[config.mk]
export PLATFORM = sky130hd
export DESIGN_NAME = ps2_receiver_flat
export DESIGN_NICKNAME = d
export VERILOG_FILES = /design/src/rtl/fpga_robots_ps2_pkg.sv /design/src/rtl/ps2_receiver_if.sv /design/src/rtl/ps2_line_filter.sv /design/src/rtl/ps2_receiver.sv /design/src/flat_wrapper.sv
export SDC_FILE = /design/constraint.sdc
export NUM_CORES = 1
export LEC_CHECK = 0
export CAP_MARGIN = 20
export CORE_ASPECT_RATIO = 0.7
export CORE_MARGIN = 1.5
export CORE_UTILIZATION = 45
export CTS_CLUSTER_SIZE = 20
export DETAILED_ROUTE_END_ITERATION = 6
export PLACE_DENSITY_LB_ADDON = 0.08
export SLEW_MARGIN = 20
export SYNTH_ARGS = -nofsm -noshare
export SYNTH_HDL_FRONTEND = slang
export SYNTH_SLANG_ARGS = --single-unit
[constraint.sdc]
create_clock -name clk -period 5.5 [get_ports clk]
set_input_delay 1.375 -clock clk [delete_from_list [all_inputs] [get_ports clk]]
set_output_delay 1.375 -clock clk [all_outputs]
set_load 0.05 [all_outputs]
[src/rtl/fpga_robots_ps2_pkg.sv]
// Shared PS/2 receive definitions: frame constants, default tuning and FSM state encoding.
// Pure declarations; no logic, no latency, no flow control.
package fpga_robots_ps2_pkg;

  localparam int PS2_DATA_BITS             = 8;
  localparam int PS2_FRAME_BITS            = 11;
  localparam int PS2_FILTER_LEN_DEFAULT    = 16;
  localparam int PS2_TIMEOUT_TICKS_DEFAULT = 32;

  typedef enum logic [1:0] {
    ST_IDLE,
    ST_DATA,
    ST_PARITY,
    ST_STOP
  } ps2_state_e;

  // Odd parity over data plus parity bit: a good frame has an odd number of ones.
  function automatic logic ps2_parity_ok(input logic [PS2_DATA_BITS-1:0] dat, input logic par);
    return ^{dat, par};
  endfunction

endpackage

[src/rtl/ps2_receiver_if.sv]
// Pin-side and byte-side signals of the PS/2 receiver. master = the receiver,
// slave = the environment that drives the pins/tick and consumes bytes (no back-pressure).
interface ps2_receiver_if;
  import fpga_robots_ps2_pkg::*;

  logic                     sixus;
  logic                     ps2_clk_raw;
  logic                     ps2_dat_raw;
  logic [PS2_DATA_BITS-1:0] rx_dat;
  logic                     rx_stb;
  logic                     err_stb;
  logic                     err_par;
  logic                     err_frm;

  modport master (
    input  sixus, ps2_clk_raw, ps2_dat_raw,
    output rx_dat, rx_stb, err_stb, err_par, err_frm
  );

  modport slave (
    output sixus, ps2_clk_raw, ps2_dat_raw,
    input  rx_dat, rx_stb, err_stb, err_par, err_frm
  );
endinterface

[src/rtl/ps2_line_filter.sv]
// Two-flop synchronizer plus level filter for one PS/2 pin; output follows the pin
// 2 + FILTER_LEN cycles after a stable change, pulses shorter than FILTER_LEN are dropped.
module ps2_line_filter
  import fpga_robots_ps2_pkg::*;
#(
  parameter int FILTER_LEN = PS2_FILTER_LEN_DEFAULT
) (
  input  logic clk,
  input  logic rst,
  input  logic line_i,
  output logic line_o
);
  localparam int CW = $clog2(FILTER_LEN + 1);

  logic          sync1_q, sync2_q;
  logic          filt_q, filt_d;
  logic [CW-1:0] cnt_q, cnt_d;

  always_comb begin
    filt_d = filt_q;
    cnt_d  = '0;
    if (sync2_q != filt_q) begin
      if (cnt_q + CW'(1) == CW'(FILTER_LEN)) begin
        filt_d = ~filt_q;
      end else begin
        cnt_d = cnt_q + CW'(1);
      end
    end
  end

  always_ff @(posedge clk) begin
    if (rst) begin
      sync1_q <= 1'b1;
      sync2_q <= 1'b1;
      filt_q  <= 1'b1;
      cnt_q   <= '0;
    end else begin
      sync1_q <= line_i;
      sync2_q <= sync1_q;
      filt_q  <= filt_d;
      cnt_q   <= cnt_d;
    end
  end

  assign line_o = filt_q;

endmodule

[src/rtl/ps2_receiver.sv]
// PS/2 device-to-host frame receiver: strobes each good byte (or a qualified error) 3 + FILTER_LEN
// cycles after the raw stop-bit clock fall; no back-pressure, the consumer must take every strobe.
module ps2_receiver
  import fpga_robots_ps2_pkg::*;
#(
  parameter int FILTER_LEN    = PS2_FILTER_LEN_DEFAULT,
  parameter int TIMEOUT_TICKS = PS2_TIMEOUT_TICKS_DEFAULT
) (
  input  logic           clk,
  input  logic           rst,
  ps2_receiver_if.master bus
);
  localparam int TW = $clog2(TIMEOUT_TICKS + 1);
  localparam int BW = $clog2(PS2_DATA_BITS);

  logic clk_filt, dat_filt;
  logic clk_prev_q;
  logic fall;
  logic timeout;

  ps2_state_e               state_q, state_d;
  logic [BW-1:0]            bit_cnt_q, bit_cnt_d;
  logic [PS2_DATA_BITS-1:0] shift_q, shift_d;
  logic                     par_q, par_d;
  logic [TW-1:0]            tick_q, tick_d;
  logic [PS2_DATA_BITS-1:0] rx_dat_q, rx_dat_d;
  logic                     rx_stb_q, rx_stb_d;
  logic                     err_stb_q, err_stb_d;
  logic                     err_par_q, err_par_d;
  logic                     err_frm_q, err_frm_d;

  ps2_line_filter #(.FILTER_LEN(FILTER_LEN)) u_clk_filter (
    .clk    (clk),
    .rst    (rst),
    .line_i (bus.ps2_clk_raw),
    .line_o (clk_filt)
  );

  ps2_line_filter #(.FILTER_LEN(FILTER_LEN)) u_dat_filter (
    .clk    (clk),
    .rst    (rst),
    .line_i (bus.ps2_dat_raw),
    .line_o (dat_filt)
  );

  assign fall    = clk_prev_q & ~clk_filt;
  assign timeout = (state_q != ST_IDLE) && bus.sixus && (tick_q + TW'(1) == TW'(TIMEOUT_TICKS));

  always_comb begin
    state_d   = state_q;
    bit_cnt_d = bit_cnt_q;
    shift_d   = shift_q;
    par_d     = par_q;
    tick_d    = tick_q;
    rx_dat_d  = rx_dat_q;
    rx_stb_d  = 1'b0;
    err_stb_d = 1'b0;
    err_par_d = err_par_q;
    err_frm_d = err_frm_q;

    if (state_q == ST_IDLE || fall) begin
      tick_d = '0;
    end else if (bus.sixus) begin
      tick_d = tick_q + TW'(1);
    end

    // A clock fall takes priority over a timeout landing in the same cycle.
    if (fall) begin
      case (state_q)
        ST_IDLE: begin
          if (!dat_filt) begin
            state_d   = ST_DATA;
            bit_cnt_d = '0;
            shift_d   = '0;
          end else begin
            err_stb_d = 1'b1;
            err_frm_d = 1'b1;
            err_par_d = 1'b0;
          end
        end
        ST_DATA: begin
          shift_d   = {dat_filt, shift_q[PS2_DATA_BITS-1:1]};
          bit_cnt_d = bit_cnt_q + BW'(1);
          if (bit_cnt_q == BW'(PS2_DATA_BITS - 1)) begin
            state_d = ST_PARITY;
          end
        end
        ST_PARITY: begin
          par_d   = dat_filt;
          state_d = ST_STOP;
        end
        ST_STOP: begin
          state_d = ST_IDLE;
          if (!dat_filt) begin
            err_stb_d = 1'b1;
            err_frm_d = 1'b1;
            err_par_d = 1'b0;
          end else if (!ps2_parity_ok(shift_q, par_q)) begin
            err_stb_d = 1'b1;
            err_frm_d = 1'b0;
            err_par_d = 1'b1;
          end else begin
            rx_dat_d = shift_q;
            rx_stb_d = 1'b1;
          end
        end
        default: state_d = ST_IDLE;
      endcase
    end else if (timeout) begin
      state_d   = ST_IDLE;
      err_stb_d = 1'b1;
      err_frm_d = 1'b1;
      err_par_d = 1'b0;
    end
  end

  always_ff @(posedge clk) begin
    if (rst) begin
      clk_prev_q <= 1'b1;
      state_q    <= ST_IDLE;
      bit_cnt_q  <= '0;
      shift_q    <= '0;
      par_q      <= 1'b0;
      tick_q     <= '0;
      rx_dat_q   <= '0;
      rx_stb_q   <= 1'b0;
      err_stb_q  <= 1'b0;
      err_par_q  <= 1'b0;
      err_frm_q  <= 1'b0;
    end else begin
      clk_prev_q <= clk_filt;
      state_q    <= state_d;
      bit_cnt_q  <= bit_cnt_d;
      shift_q    <= shift_d;
      par_q      <= par_d;
      tick_q     <= tick_d;
      rx_dat_q   <= rx_dat_d;
      rx_stb_q   <= rx_stb_d;
      err_stb_q  <= err_stb_d;
      err_par_q  <= err_par_d;
      err_frm_q  <= err_frm_d;
    end
  end

  assign bus.rx_dat  = rx_dat_q;
  assign bus.rx_stb  = rx_stb_q;
  assign bus.err_stb = err_stb_q;
  assign bus.err_par = err_par_q;
  assign bus.err_frm = err_frm_q;

endmodule

[src/flat_wrapper.sv]
// flat-port wrapper written by rule: the top's interface ports become plain ports
module ps2_receiver_flat import fpga_robots_ps2_pkg::*;
#(
  parameter int FILTER_LEN    = PS2_FILTER_LEN_DEFAULT,
  parameter int TIMEOUT_TICKS = PS2_TIMEOUT_TICKS_DEFAULT
)
  (clk, rst, bus_sixus, bus_ps2_clk_raw, bus_ps2_dat_raw, bus_rx_dat, bus_rx_stb, bus_err_stb, bus_err_par, bus_err_frm);
  ps2_receiver_if bus_i ();
  input  logic clk;
  input  logic rst;
  input wire logic [$bits(bus_i.sixus)-1:0] bus_sixus;
  input wire logic [$bits(bus_i.ps2_clk_raw)-1:0] bus_ps2_clk_raw;
  input wire logic [$bits(bus_i.ps2_dat_raw)-1:0] bus_ps2_dat_raw;
  output wire logic [$bits(bus_i.rx_dat)-1:0] bus_rx_dat;
  output wire logic [$bits(bus_i.rx_stb)-1:0] bus_rx_stb;
  output wire logic [$bits(bus_i.err_stb)-1:0] bus_err_stb;
  output wire logic [$bits(bus_i.err_par)-1:0] bus_err_par;
  output wire logic [$bits(bus_i.err_frm)-1:0] bus_err_frm;
  assign bus_i.sixus = bus_sixus;
  assign bus_i.ps2_clk_raw = bus_ps2_clk_raw;
  assign bus_i.ps2_dat_raw = bus_ps2_dat_raw;
  assign bus_rx_dat = bus_i.rx_dat;
  assign bus_rx_stb = bus_i.rx_stb;
  assign bus_err_stb = bus_i.err_stb;
  assign bus_err_par = bus_i.err_par;
  assign bus_err_frm = bus_i.err_frm;
  ps2_receiver #(.FILTER_LEN(FILTER_LEN), .TIMEOUT_TICKS(TIMEOUT_TICKS)) u_core (.clk(clk), .rst(rst), .bus(bus_i));
endmodule
==> run_1/gate_families.png <==
The bar under the picture is 20 um long.
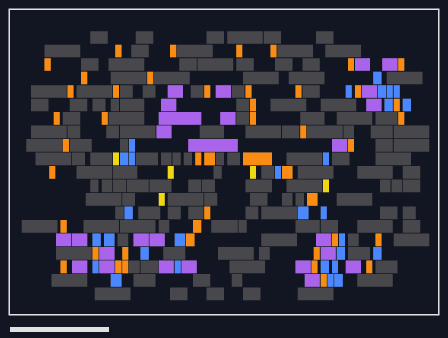
| colour | family | cells |
|---|---|---|
| purple | XOR/XNOR gates | 26 |
| orange | NOR gates | 45 |
| yellow | inverters | 5 |
| blue | NAND gates | 29 |
post-route insts no fill: 300
combinational share of cell area: 46.3%
dominant logic cell type in the layout: dfxtp_1

==> run_1/final_congestion.png <==
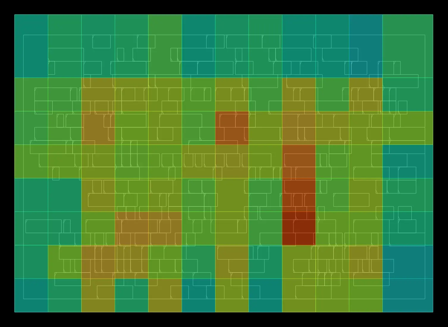
met1 usage: 22.7%
GRT met3 Usage: 4.02%
global routing's busiest layer: met1
Avg WL per Cell: 12.1 um
Layout Utilization: 55.0%

==> impl_metrics.tcl, run 1 <==
# place-and-route summary
set metrics [dict create \
    period_used_pct 51.6 \
    r2r_start "u_core.shift_q[5]$_SDFFE_PP0P_" \
    lay_top_cells "dfxtp_1 (49), nor2_1 (39), xor2_1 (16), clkdlybuf4s50_1 (16), nand2_1 (13)" \
    io_buffers 16 \
    fin_crit_ps 2840 \
    critical_path_peak_fanout 2 \
    logic_family "simple AND/OR/NAND/NOR gates" \
    design_area_um2 2480 \
    syn_inst 229 \
    synth-area-yosys_um2 2190 \
    nFlopsAndLatches 49 \
    synth.distinct_cells 34 \
    cts_max_level 2 \
    num-multi-input-gates 165 \
    numSynthFlops 49 \
    num_vias 1520 \
    syn_area_um2 2190 \
    placed_area_um2 2390 \
    cp.depth 1 \
    inv_count 5 \
    hold_class "reg -> reg" \
    fmax_ghz 0.353 \
    relSlewSlack_pct 63.8 \
    io-pin-count 17 \
    cts-hold-fix-buffers 0 \
    end_kind "primary output" \
    setup_viol 0 \
    tightest_slew_ps 541 \
    largest_class "combinational gates" \
    drt-initial-drc-count 44 \
    r2r_end "u_core.bus.rx_dat[6]$_SDFFE_PP0P_" \
    p_comb_uw 11.4 \
    std_cell_rows 20 \
    finalHoldViolations 0 \
    dp_hpwl_mm 2.56 \
    fill_cells 408 \
    grt_pass1_vias 1336 \
    cts_tree "yes" \
    min_from "u_core.u_clk_filter.sync1_q$_SDFF_PP1_" \
    power_uw 575 \
    powerClk_uw 206 \
    cpMaxStageDelayCell "clkdlybuf4s50_1" \
    dp_cells 292 \
    die_w_um 86.3 \
    cts_root_buf "clkbuf_8" \
    min_path_cells 1 \
    hold_end "u_core.u_clk_filter.sync2_q$_SDFF_PP1_" \
    ant_nets 0 \
    power_leader "sequential cells" \
    synth_warnings 0 \
    die.size.y_um 61.3 \
    drt-vias-per-instance 5.07 \
    sw_frac_of_total_pct 21.9 \
    status "completed" \
    fin_ws_ps 2660 \
    buffers 18 \
    cp_data_arrival_time_ps 1460 \
    detailedPlace.worstSlack_ps 2520 \
    grt_usage_pct 15.2 \
    startpoint "u_core.bus.rx_dat[1]$_SDFFE_PP0P_" \
    core_um2 4500 \
    wirelength_mm 3.64 \
    path_clk_slew_ps 90 \
    clock_buffers 5 \
    clock_cell_area_share_pct 3.48 \
    fp_util_pct 48.5 \
    compound_area_share_pct 9.90 \
]
==> run_1/clock_map.png <==
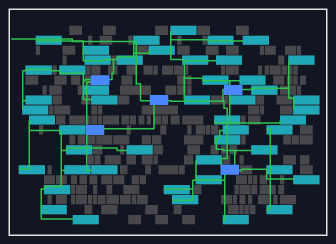
[cyan] flip-flops | count: 49
[green] clock wires | length: 577 um
[blue] cells driving clock nets | count: 5
flops lie: spread over the die
routed clock nets: 6

==> run_1/drive_strength.png <==
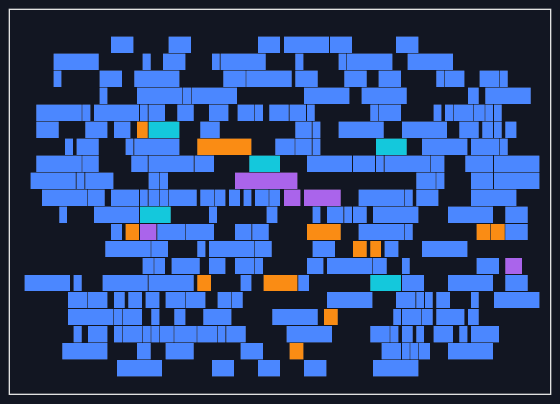
| colour | size | cells | most used |
|---|---|---|---|
| purple | drive 3 to 4 | 5 | buf_4 |
| blue | drive 1 or less | 223 | dfxtp_1 |
| orange | drive 2 | 12 | or2_2 |
| cyan | drive 6 and up | 5 | clkbuf_8 |

run 1: layer usage:
metal | up-vias | wire (um)
met2 | 22 | 1420
met3 | 4 | 111
met4 | 0 | 28
met1 | 685 | 2080
met5 | - | 0
li1 | 809 | -
run 1: registers in the layout, indices dropped and copies added (netlist names), 2 cells and up:
register	count
u_core.bit_cnt_q	3
u_core.bus.rx_dat	8
u_core.shift_q	8
u_core.state_q	2
u_core.tick_q	6
u_core.u_clk_filter.cnt_q	5
u_core.u_dat_filter.cnt_q	5
run 1: kinds of logic (layout without fill, tap and decap cells):
kind of cell             Yosys count  in the layout
AND/OR/NAND/NOR                   86             86
flip-flops                        49             49
AND-OR/OR-AND                     29             29
XOR/XNOR                          26             26
buffers and inverters             15             31
adder cells (fa/ha/maj)           12             12
multiplexers                      12             12
run 1: Yosys cell counts:
cell type   n  area share [%]
ha_1       12             6.9
xnor2_4     1             1.3
o21ai_0     2            0.46
nor2b_1     2            0.57
o31ai_1     1            0.34
o311a_1     1            0.46
nand4_1     3            0.86
nor3_1      2            0.46
nand2b_1    1            0.29
and2_1      1            0.29
and3_1      3            0.86
nand2_1    13             2.2
xnor2_1     8             3.2
inv_1       5            0.86
clkbuf_1   10             1.7
a2bb2oi_2   1            0.69
or3_1       1            0.29
mux2i_1    12             5.5
a21oi_1     6             1.4
o21a_1      3             1.0
nor2_1     39             6.7
nor3_4      1            0.74
nand3_1    12             2.7
a22oi_1    10             3.4
a21o_1      1            0.34
xnor3_2     1             1.1
nor4_1      1            0.29
dfxtp_1    49              45
a2111oi_2   1            0.69
a21boi_0    1            0.34
o32ai_1     1            0.40
o211ai_1    1            0.34
or2_2       7             2.0
xor2_1     16             6.4
==> run_1/met3.png <==
Cells faint in the background.
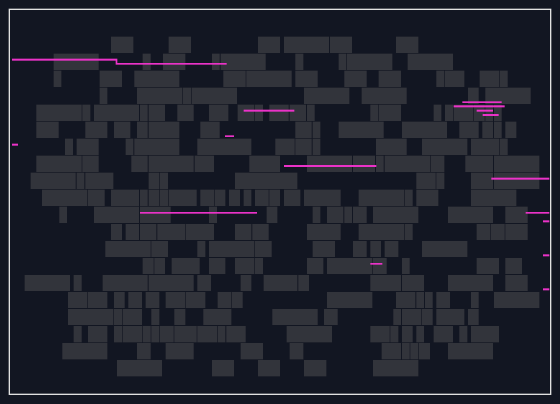

--- run 2 (diff from run 1) ---
- clock period: 5.5 -> 2.5 ns (I/O delays scaled with it)
==> run_2/met3.png <==
Cells faint in the background.
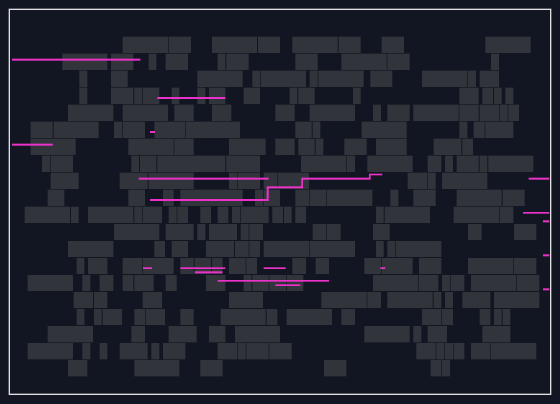
nets with wire on the layer: 14
longest straight run: 20.5 um

==> impl_metrics.tcl, run 2 <==
# place-and-route summary
set metrics [dict create \
    status "completed" \
    critical_path_peak_fanout 8 \
    compound_area_share_pct 9.90 \
    power_mw 1.38 \
    die.size.y_um 61.3 \
    logic_family "simple AND/OR/NAND/NOR gates" \
    common_cells "dfxtp_1 (49), nor2_1 (39), xor2_1 (16)" \
    cpMaxStageDelayCell "xnor3_2" \
    wirelength_mm 3.70 \
    fin_crit_ps 2110 \
    drc 0 \
    numSynthFlops 49 \
    ant_nets 0 \
    period_used_pct 84.3 \
    fill_cells 426 \
    drt-vias-per-instance 5.11 \
    route.met3.wl_um 144 \
    r2r_start "u_core.shift_q[5]$_SDFFE_PP0P_" \
    antenna_found_initial 0 \
    sw_frac_of_total_pct 20.2 \
    dp_hpwl_mm 2.67 \
    detailedPlace.worstSlack_ps 392 \
    grt_usage_pct 16.2 \
    io_buffers 16 \
    std_cell_rows 20 \
    num_vias 1544 \
    p_comb_uw 27.7 \
    max_cap_violations 0 \
    syn_inst 229 \
    crit_required_ps 2690 \
    max-clock-path-buffers 2 \
    io-pin-count 17 \
    end_kind "flop" \
    fmax_ghz 0.475 \
    relSlewSlack_pct 61.8 \
    layout_top_cell "dfxtp_1" \
    dr_wl_met2_mm 1.44 \
    cts_tree "yes" \
    gr-usage-met1_pct 23.1 \
    cts-hold-fix-buffers 0 \
    yosysTopAreaCell "dfxtp_1" \
    path_clk_slew_ps 90 \
    synth.distinct_cells 34 \
    die_w_um 86.3 \
    cts_root_buf "clkbuf_8" \
    syn_area_um2 2190 \
    cts_max_level 2 \
    crit_type "reg -> reg" \
    wl_per_cell_um 12.3 \
    fin_ws_ps 393 \
    min_path_cells 1 \
    finalHoldViolations 0 \
    tightest_slew_ps 571 \
    topCellsByArea "dfxtp_1 (45%), ha_1 (6.9%), nor2_1 (6.7%)" \
    grt.met3_usage_pct 4.42 \
    setup_viol 0 \
    core_um2 4500 \
    die-area_um2 5290 \
    grt_busiest_layer "met2" \
    yosys.area.top_type_share_pct 44.9 \
    highest_layer "met4" \
    min_from "u_core.u_clk_filter.sync1_q$_SDFF_PP1_" \
    powerClk_uw 562 \
    drt-initial-drc-count 56 \
    synth-area-yosys_um2 2190 \
    async_flop_share_pct 0 \
    edf_count 0 \
    synth_warnings 0 \
    fp_util_pct 48.5 \
    grt_pass1_vias 1376 \
    post_cts_resized 0 \
    lay_top_cells "dfxtp_1 (49), nor2_1 (39), xor2_1 (16), clkdlybuf4s50_1 (16), nand2_1 (13)" \
    met1Wirelength_mm 2.07 \
    ff_type "dfxtp_1" \
    hold_end "u_core.u_clk_filter.sync2_q$_SDFF_PP1_" \
    hold_class "reg -> reg" \
]
-- run 2: cell counts after synthesis --
Identical to the previous run, type by type.
-- run 2: metrics by stage --
| step | std cells | utilization (%) | hold slack [ps] | cell area, um2 |
|---|---|---|---|---|
| final | 302 | 55.9 | 415 | 2520 |
| after global placement | 294 | 53.4 | 397 | 2410 |
| after floorplan | 229 | - | 389 | 2190 |
| after detailed placement | 294 | 53.4 | 394 | 2410 |
| after CTS | 302 | 55.9 | 416 | 2520 |
| after global routing | 302 | 55.9 | 434 | 2520 |
-- run 2: final cells by class --
type	count	share of cell area, %
clock buffers	6	2.88
repair buffers	20	7.55
well taps	55	2.73
multi-input cells	165	45.6
clock inverters	2	1.54
inverters	5	0.745
flip-flops and latches	49	38.9
-- run 2: worst max path at each step --
stage	start	end	slack, ps	depth (start not counted)
finish	u_core.shift_q[5]$_SDFFE_PP0P_	u_core.bus.rx_dat[6]$_SDFFE_PP0P_	390	6
global route	u_core.shift_q[4]$_SDFFE_PP0P_	u_core.bus.rx_dat[2]$_SDFFE_PP0P_	270	6
CTS	u_core.shift_q[5]$_SDFFE_PP0P_	u_core.bus.rx_dat[6]$_SDFFE_PP0P_	380	6
detailed placement	u_core.shift_q[5]$_SDFFE_PP0P_	u_core.bus.rx_dat[3]$_SDFFE_PP0P_	390	6
global placement	u_core.shift_q[5]$_SDFFE_PP0P_	u_core.bus.rx_dat[5]$_SDFFE_PP0P_	430	6
floorplan	u_core.shift_q[5]$_SDFFE_PP0P_	u_core.bus.rx_dat[0]$_SDFFE_PP0P_	600	6
-- run 2: cells by family (layout without fill, tap and decap cells) --
logic type / Yosys count / count (layout)
fa+ha+maj: 12 / 12
buf+inv: 15 / 33
mux: 12 / 12
flops: 49 / 49
simple gates: 86 / 86
xor+xnor: 26 / 26
compound gates: 29 / 29
==> run_2/final_congestion.png <==
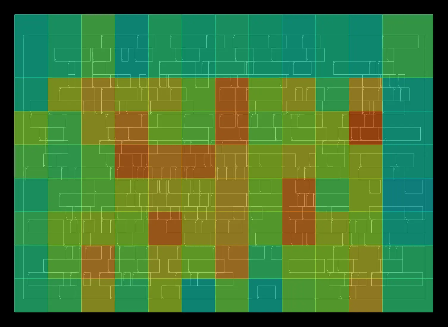

--- run 3 (diff from run 2) ---
- clock period: 2.5 -> 2.1 ns (I/O delays scaled with it)
==> run_3/final_congestion.png <==
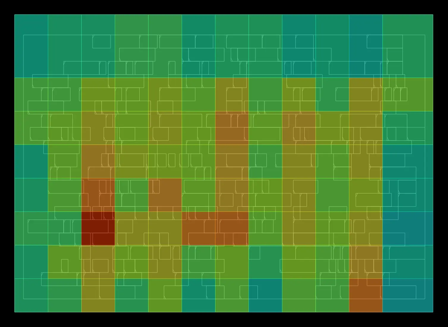
Avg WL per Cell: 11.9 um
Layout Utilization: 56.1%
GRT met2 Usage: 22.6%

==> impl_metrics.tcl, run 3 <==
# place-and-route summary
set metrics [dict create \
    grt_pass1_wl_mm 6.41 \
    fp_util_pct 48.5 \
    std_cell_rows 20 \
    p_clk_share_pct 35.7 \
    postCtsSetupBuffers 0 \
    synthToLayoutAreaGrowth_pct 15.7 \
    synth_seq_share_pct 44.9 \
    most_common_cell "dfxtp_1" \
    rsz0062_at_grt "false" \
    n_antenna_cell 0 \
    topCellsByArea "dfxtp_1 (45%), ha_1 (6.9%), nor2_1 (6.7%)" \
    yosysCellCount 229 \
    max_cap_violations 0 \
    critPathBufInv 1 \
    grt_usage_pct 15.7 \
    num_vias 1540 \
    max-clock-path-buffers 2 \
    drt-vias-per-instance 5.05 \
    fin_tns_setup_ps 0 \
    ir_worst_vdd_mv 0.307 \
    edf_count 0 \
    warnings 32 \
    powerDensity_nw_per_um2 595 \
    powerClk_uw 537 \
    sw_frac_of_total_pct 21.2 \
    common_cells "dfxtp_1 (49), nor2_1 (39), xor2_1 (16)" \
    period_used_pct 93.8 \
    layout_top_cell "dfxtp_1" \
    p_leak_nw 1.01 \
    setup_viol 0 \
    grt_pass1_vias 1418 \
    cts_max_level 2 \
    syn_area_um2 2190 \
    die.size.y_um 61.3 \
    nets 266 \
    fin_crit_ps 1970 \
    synth.distinct_cells 34 \
    hold_class "reg -> reg" \
    ant_nets 0 \
    cts_root_buf "clkbuf_8" \
    die_w_um 86.3 \
    end_kind "primary output" \
    cts-hold-fix-buffers 0 \
    lay_top_cells "dfxtp_1 (49), nor2_1 (39), xor2_1 (16), clkdlybuf4s50_1 (16), nand2_1 (13)" \
    cts_tree "yes" \
    drc 0 \
    antenna_found_initial 0 \
    cts_made_buffers 5 \
    ff_type "dfxtp_1" \
    dp_hpwl_mm 2.66 \
    synth_warnings 0 \
    route.met3.wl_um 145 \
    cp_data_arrival_time_ps 1450 \
    p_comb_uw 32.8 \
    critical_path_peak_fanout 2 \
    syn_nets 246 \
    critical_path.top_delay_family "buffers and inverters" \
    die-area_um2 5290 \
    power_frac_seq_pct 62.1 \
    syn_inst 229 \
    path_clk_slew_ps 90 \
    cts.sinks 49 \
    grt.met3_usage_pct 4.29 \
    clock_latency_ps 290 \
    dr_wl_met2_mm 1.44 \
    slowest_delay_ps 800 \
    io-pin-count 17 \
    synth-area-yosys_um2 2190 \
    crit_required_ps 1570 \
    drt-initial-drc-count 37 \
    gp_congestion 0.740 \
    wirelength_mm 3.64 \
    worst_setup_path_start_kind "flop" \
    final_layout_size_suffix_gt1_share_pct 10.4 \
    fmax_ghz 0.507 \
    avgSynthCellArea_um2 9.55 \
    io_buffers 16 \
    gr-usage-met1_pct 23.1 \
    numSynthFlops 49 \
    relSlewSlack_pct 66.1 \
    core_um2 4500 \
    highest_layer "met4" \
    finalHoldViolations 0 \
    yosys.area.top_type_share_pct 44.9 \
    holdWs_ps 417 \
    p_int_mw 1.19 \
    grt_max_degree 21 \
    post_cts_resized 0 \
    tightest_slew_ps 508 \
    slew_violations 0 \
    combPwrFrac_pct 2.2 \
    yosysTopAreaCell "dfxtp_1" \
    skew_ps 7.07 \
    pg_seq_uw 935 \
    crit_type "reg -> out" \
    grt-ovfl-total 0 \
    status "completed" \
    first_pass_iters 5 \
    p_switching_uw 319 \
    path_cells "clkdlybuf4s50_1" \
    met1Wirelength_mm 2.04 \
    grt_busiest_layer "met1" \
    cpMaxStageDelayCell "clkdlybuf4s50_1" \
    power_leader "sequential cells" \
    async_flop_share_pct 0 \
]
==> run 3: per-stage QoR <==
| stage | utilization (%) | instance area (um2) | total power [mW] | std cells | setup WS, ps |
|---|---|---|---|---|---|
| 3_5_place_dp | 54.2 | 2440 | 0.990 | 297 | 117 |
| 6_report | 56.1 | 2530 | 1.51 | 305 | 129 |
| 3_3_place_gp | 54.2 | 2440 | 0.991 | 297 | 166 |
| 5_1_grt | 56.1 | 2530 | 1.57 | 305 | 3.94 |
| 2_1_floorplan | - | 2190 | 0.974 | 229 | 197 |
| 4_1_cts | 56.1 | 2530 | 1.53 | 305 | 104 |
==> run 3: worst paths after layout <==
path / depth (start not counted) / end / slack [ps] / startpoint
worst max-delay path: 1 / bus_err_par / 130 / u_core.bus.err_par$_SDFFE_PP0P_
worst min-delay path: 1 / u_core.u_clk_filter.sync2_q$_SDFF_PP1_ / 420 / u_core.u_clk_filter.sync1_q$_SDFF_PP1_
worst max register to register: 6 / u_core.bus.err_par$_SDFFE_PP0P_ / 130 / u_core.shift_q[5]$_SDFFE_PP0P_
worst min register to register: 1 / u_core.u_clk_filter.sync2_q$_SDFF_PP1_ / 420 / u_core.u_clk_filter.sync1_q$_SDFF_PP1_
==> run 3: layout make-up <==
cell class	count	area, um2
fill	398	1980
clock inverter	2	13.8
timing repair buffer	23	225
clock buffer	6	72.6
multi-input combinational	165	1150
inverter	5	18.8
tap	55	68.8
sequential	49	981
==> run 3: cells by family (layout without fill, tap and decap cells) <==
logic type	Yosys count	in the layout	share of synthesized area [%]
AND/OR/NAND/NOR	86	86	18.3
XOR/XNOR	26	26	12.0
flip-flops	49	49	44.9
multiplexers	12	12	5.50
adder cells (fa/ha/maj)	12	12	6.87
AND-OR/OR-AND	29	29	9.90
buffers and inverters	15	36	2.58
No activity file was given, so power comes from the tool's default toggle rates.
